==> config.mk <==
export PLATFORM = sky130hd
export DESIGN_NAME = tlc_phase_scheduler
export DESIGN_NICKNAME = d
export VERILOG_FILES = /design/src/rtl/tlc_phase_scheduler.sv
export SDC_FILE = /design/constraint.sdc
export NUM_CORES = 1
export LEC_CHECK = 0
export ABC_AREA = 1
export CAP_MARGIN = 20
export CORE_MARGIN = 2
export CORE_UTILIZATION = 50
export CTS_CLUSTER_SIZE = 24
export DETAILED_ROUTE_END_ITERATION = 10
export PLACE_DENSITY = 0.86
export SLEW_MARGIN = 40
export SYNTH_ARGS = -nofsm -noshare
export SYNTH_HDL_FRONTEND = slang
export SYNTH_SLANG_ARGS = --single-unit
==> constraint.sdc <==
create_clock -name clk -period 2.4 [get_ports clk]
set_input_delay 0.36 -clock clk [delete_from_list [all_inputs] [get_ports clk]]
set_output_delay 0.36 -clock clk [all_outputs]
set_load 0.02 [all_outputs]
layers.png
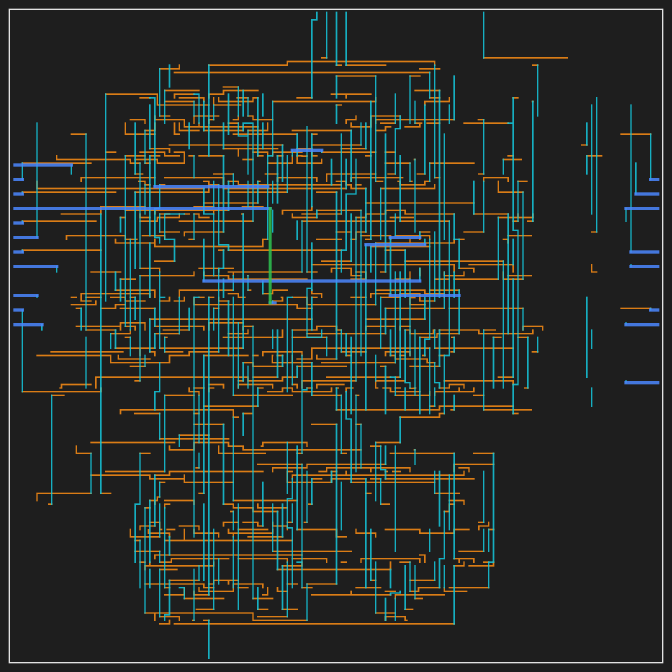
Key: orange = M1 [wire length 1660 µm]; blue = M3 [wire length 109 µm]; green = M4 [wire length 8.80 µm]; cyan = M2 [wire length 1630 µm]
post-detailed-route wirelength per cell: 10.4 µm
final WL: 3410 µm
Via Count: 1588

sizing.png
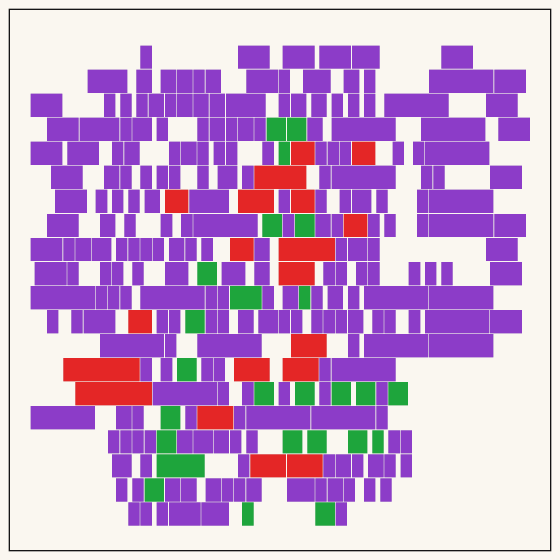
Key: green = x2 [cells 25, share 8.8%, most used nand2_2]; purple = x1 and smaller [cells 240, share 85%, most used nand2_1]; red = x3 and x4 [cells 19, share 6.7%, most used nor2_4]
Non-clk bufs: 27
area growth from synthesis to final layout: 22.3%
setup slack after layout: 0.204 ns
Post-Layout Inst Area: 1990 µm²

placed.png
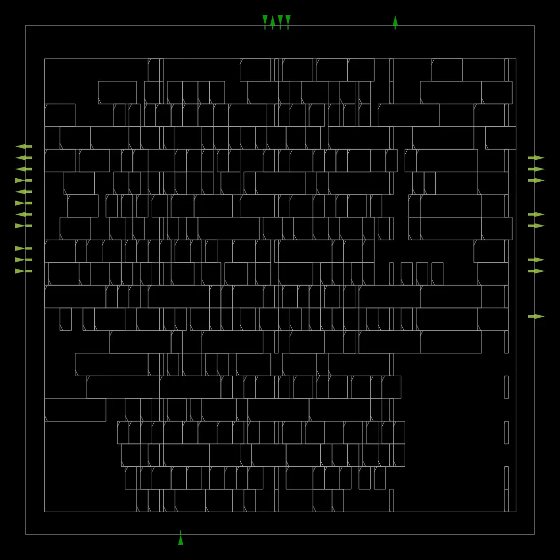
total number of tap cells: 44
non-filler instance count after layout: 328
share of cell area taken by flip-flops and latches: 0.255

port_trees.png
Bar = 20 µm.
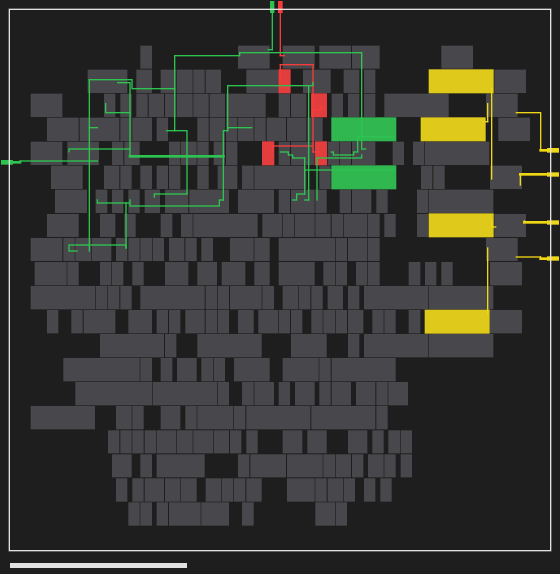
Key: red = `emerg` [direction input, edge north, end cells 4, wire 28.6 µm]; yellow = `green` [direction output, edge east, end cells 4, wire 39.4 µm]; green = `phase` [direction output, edge 1 west, 1 north, end cells 2, wire 240 µm]
IO buf count: 24
IO Pins: 25

class_map.png
Fill, decap, tap and diode cells in gray.
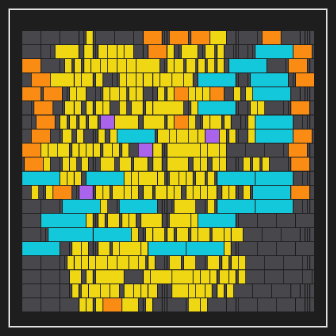
Key: purple = clock drivers and dummy loads [cells 4, share of their area 1.5%]; cyan = registers [cells 25, share of their area 26%]; yellow = remaining logic cells [cells 228, share of their area 59%]; orange = remaining buffers and delay cells [cells 27, share of their area 14%]
standard cell core area: 3080 µm²
standard-cell rows: 20
Util after Layout: 0.648

==> impl_metrics.env <==
# physical design summary
export IMPL_fmax_ghz=0.455
export IMPL_post_synth_num_cell_types=25
export IMPL_topCellsByArea="sky130_fd_sc_hd__dfxtp_1 (31%), sky130_fd_sc_hd__nand2_1 (16%), sky130_fd_sc_hd__nor2_1 (8.5%)"
export IMPL_htreeDepth=1
export IMPL_grt_overflow_total=0
export IMPL_netlist_area_um2=1630
export IMPL_peakVddDrop_mv=0.405
export IMPL_floorplan_die_area_um2=3730
export IMPL_layout_filler_cells=280
export IMPL_fin_skew_ns=0.00194
export IMPL_number_of_buffers_added_by_the_clock_tree_synthesis_step=3
export IMPL_placement_setup_worst_slack_ns=0.119
export IMPL_crit_type="reg -> reg"
export IMPL_power_leakage_nw=0.921
export IMPL_drive_above_1_share=0.155
export IMPL_drt_pass1_iterations=4
export IMPL_warning_count=29
export IMPL_cts_max_path_buffers=2
export IMPL_cp_data_arrival_time_ns=2.43
export IMPL_whs_path_cells=4
export IMPL_synth_sequential_area_ratio=0.307
export IMPL_synth_largest_type_area_fraction=0.307
export IMPL_timing_hold_ws_ns=0.621
export IMPL_number_of_cells_in_the_yosys_synthesis_report=254
export IMPL_slew_headroom=0.775
export IMPL_report_power_total_mw=1.30
export IMPL_num_antenna_cells=0
export IMPL_worst_r2r_path_depth=16
export IMPL_antenna_found_initial=0
export IMPL_synth_dominant_cell_count="sky130_fd_sc_hd__nand2_1"
export IMPL_finalCriticalPeriod_ns=2.20
export IMPL_ff_type="sky130_fd_sc_hd__dfxtp_1"
export IMPL_die_h_um=61.1
export IMPL_critPathCaptureType="flop"
export IMPL_largest_register_ff_count=8
export IMPL_number_of_nets_at_the_end_of_the_flow=300
export IMPL_dp_cells=324
export IMPL_cts_hold_fix_buffers=0
export IMPL_crit_required_ns=2.64
export IMPL_grt_first_pass_wirelength_um=5900
export IMPL_regToRegSetupSlack_ns=0.20
export IMPL_max_cap_violations=0
export IMPL_biggest_area_consumer_among_synthesized_cells="sky130_fd_sc_hd__dfxtp_1"
export IMPL_count_of_instances_resized_after_the_clock_tree_is_built=0
export IMPL_postSynthAreaPerCell_um2=6.42
export IMPL_setup_tns_ns=0
export IMPL_synth_ff_latch_count=25
export IMPL_grt_util_all_layers=0.206
export IMPL_finalWeightedCongestion=0.841
export IMPL_min_delay_path_class="reg -> reg"
export IMPL_drcViolationCount=0
export IMPL_worst_slew_pin_transition_ns=0.334
export IMPL_placed_cell_area_um2=1940
export IMPL_synth_warning_count=0
export IMPL_outcome="finished, final reports clean"
export IMPL_tritoncts="yes"
export IMPL_clkTransAtPathRegs_ns=0.13
export IMPL_mappedNetlistNets=269
export IMPL_async_reset_ff_frac=0
export IMPL_netlist_instances=254
export IMPL_dp_hpwl_um=2740
export IMPL_edf_count=0
export IMPL_grt_start_max_net_pins=16
export IMPL_critical_path_peak_fanout=8
export IMPL_ys_area_um2=1630
export IMPL_multiInputGateArea_um2=1000
export IMPL_power_per_cell_area_nw_per_um2=654
export IMPL_post_cts_buffers=0
export IMPL_setup_viol=0
export IMPL_fp_dieW_um=61.1
export IMPL_cts_sinks=25
export IMPL_floorplan_initialDensity=0.530
export IMPL_netlist_top_cells_count="sky130_fd_sc_hd__nand2_1 (69), sky130_fd_sc_hd__nor2_1 (37), sky130_fd_sc_hd__inv_1 (31)"
export IMPL_clock_tree_root_cell="sky130_fd_sc_hd__clkbuf_4"
export IMPL_via_count_of_the_first_global_routing_pass=1446
export IMPL_report_final_hold_viol_count=0
export IMPL_detail_route_iter0_violations=86
export IMPL_cp_start_kind="flop"
export IMPL_layout_area_seq_um2=508
export IMPL_final_cell_mix="sky130_fd_sc_hd__nand2_1 (68), sky130_fd_sc_hd__nor2_1 (37), sky130_fd_sc_hd__inv_1 (31)"
export IMPL_lay_top_count="sky130_fd_sc_hd__nand2_1"
export IMPL_insertion_delay_ns=0.32
export IMPL_post_route_period_util=0.915
export IMPL_avgViaCountPerCell=4.84
export IMPL_drt_antenna_violating_nets=0
export IMPL_timing_max_transition_violations_final=0
-- metal layers --
layer	GRT usage	vias up	part of all wire
li1	-	852	-
met1	0.283	702	0.49
met2	0.345	32	0.48
met3	0.0378	2	0.032
met4	0.0311	0	0.0023
met5	0	-	0
-- critical path: stages (launching register included) --
cell and delay (ns):
sky130_fd_sc_hd__dfxtp_4 0.39, sky130_fd_sc_hd__ha_2 0.20, sky130_fd_sc_hd__nand2_1 0.09, sky130_fd_sc_hd__nor2_4 0.12, sky130_fd_sc_hd__nand2_4 0.09, sky130_fd_sc_hd__nand2_4 0.12, sky130_fd_sc_hd__nand2_1 0.06, sky130_fd_sc_hd__nand2_1 0.12
sky130_fd_sc_hd__nand2_2 0.09, sky130_fd_sc_hd__nor2_2 0.10, sky130_fd_sc_hd__nand3_2 0.14, sky130_fd_sc_hd__nand3_4 0.14, sky130_fd_sc_hd__nand2_1 0.07, sky130_fd_sc_hd__nand2_1 0.13, sky130_fd_sc_hd__nand3_1 0.13, sky130_fd_sc_hd__nand2_1 0.08
sky130_fd_sc_hd__inv_1 0.04
-- kinds of logic (layout without fill, tap and decap cells) --
family,count (synthesis),after routing,synth area share
AND/OR/NAND/NOR,166,166,0.490
buffers and inverters,37,67,0.0859
adder cells (fa/ha/maj),5,5,0.0384
flip-flops,25,25,0.307
AND-OR/OR-AND,17,17,0.0568
XOR/XNOR,4,4,0.0215
-- area by class of cell --
cell class	instances	share of cell area
Clock buffer	3	0.0113
Clock inverter	1	0.00377
Inverter	36	0.0678
Multi-Input combinational cell	192	0.503
Sequential cell	25	0.255
Tap cell	44	0.0276
Timing Repair Buffer	27	0.132
-- where the power goes --
part           internal, mW  switching, mW
Clock                0.0636          0.124
Combinational         0.236          0.385
Sequential            0.459         0.0348
Total                 0.759          0.544
Power and IR drop assume default switching activity.
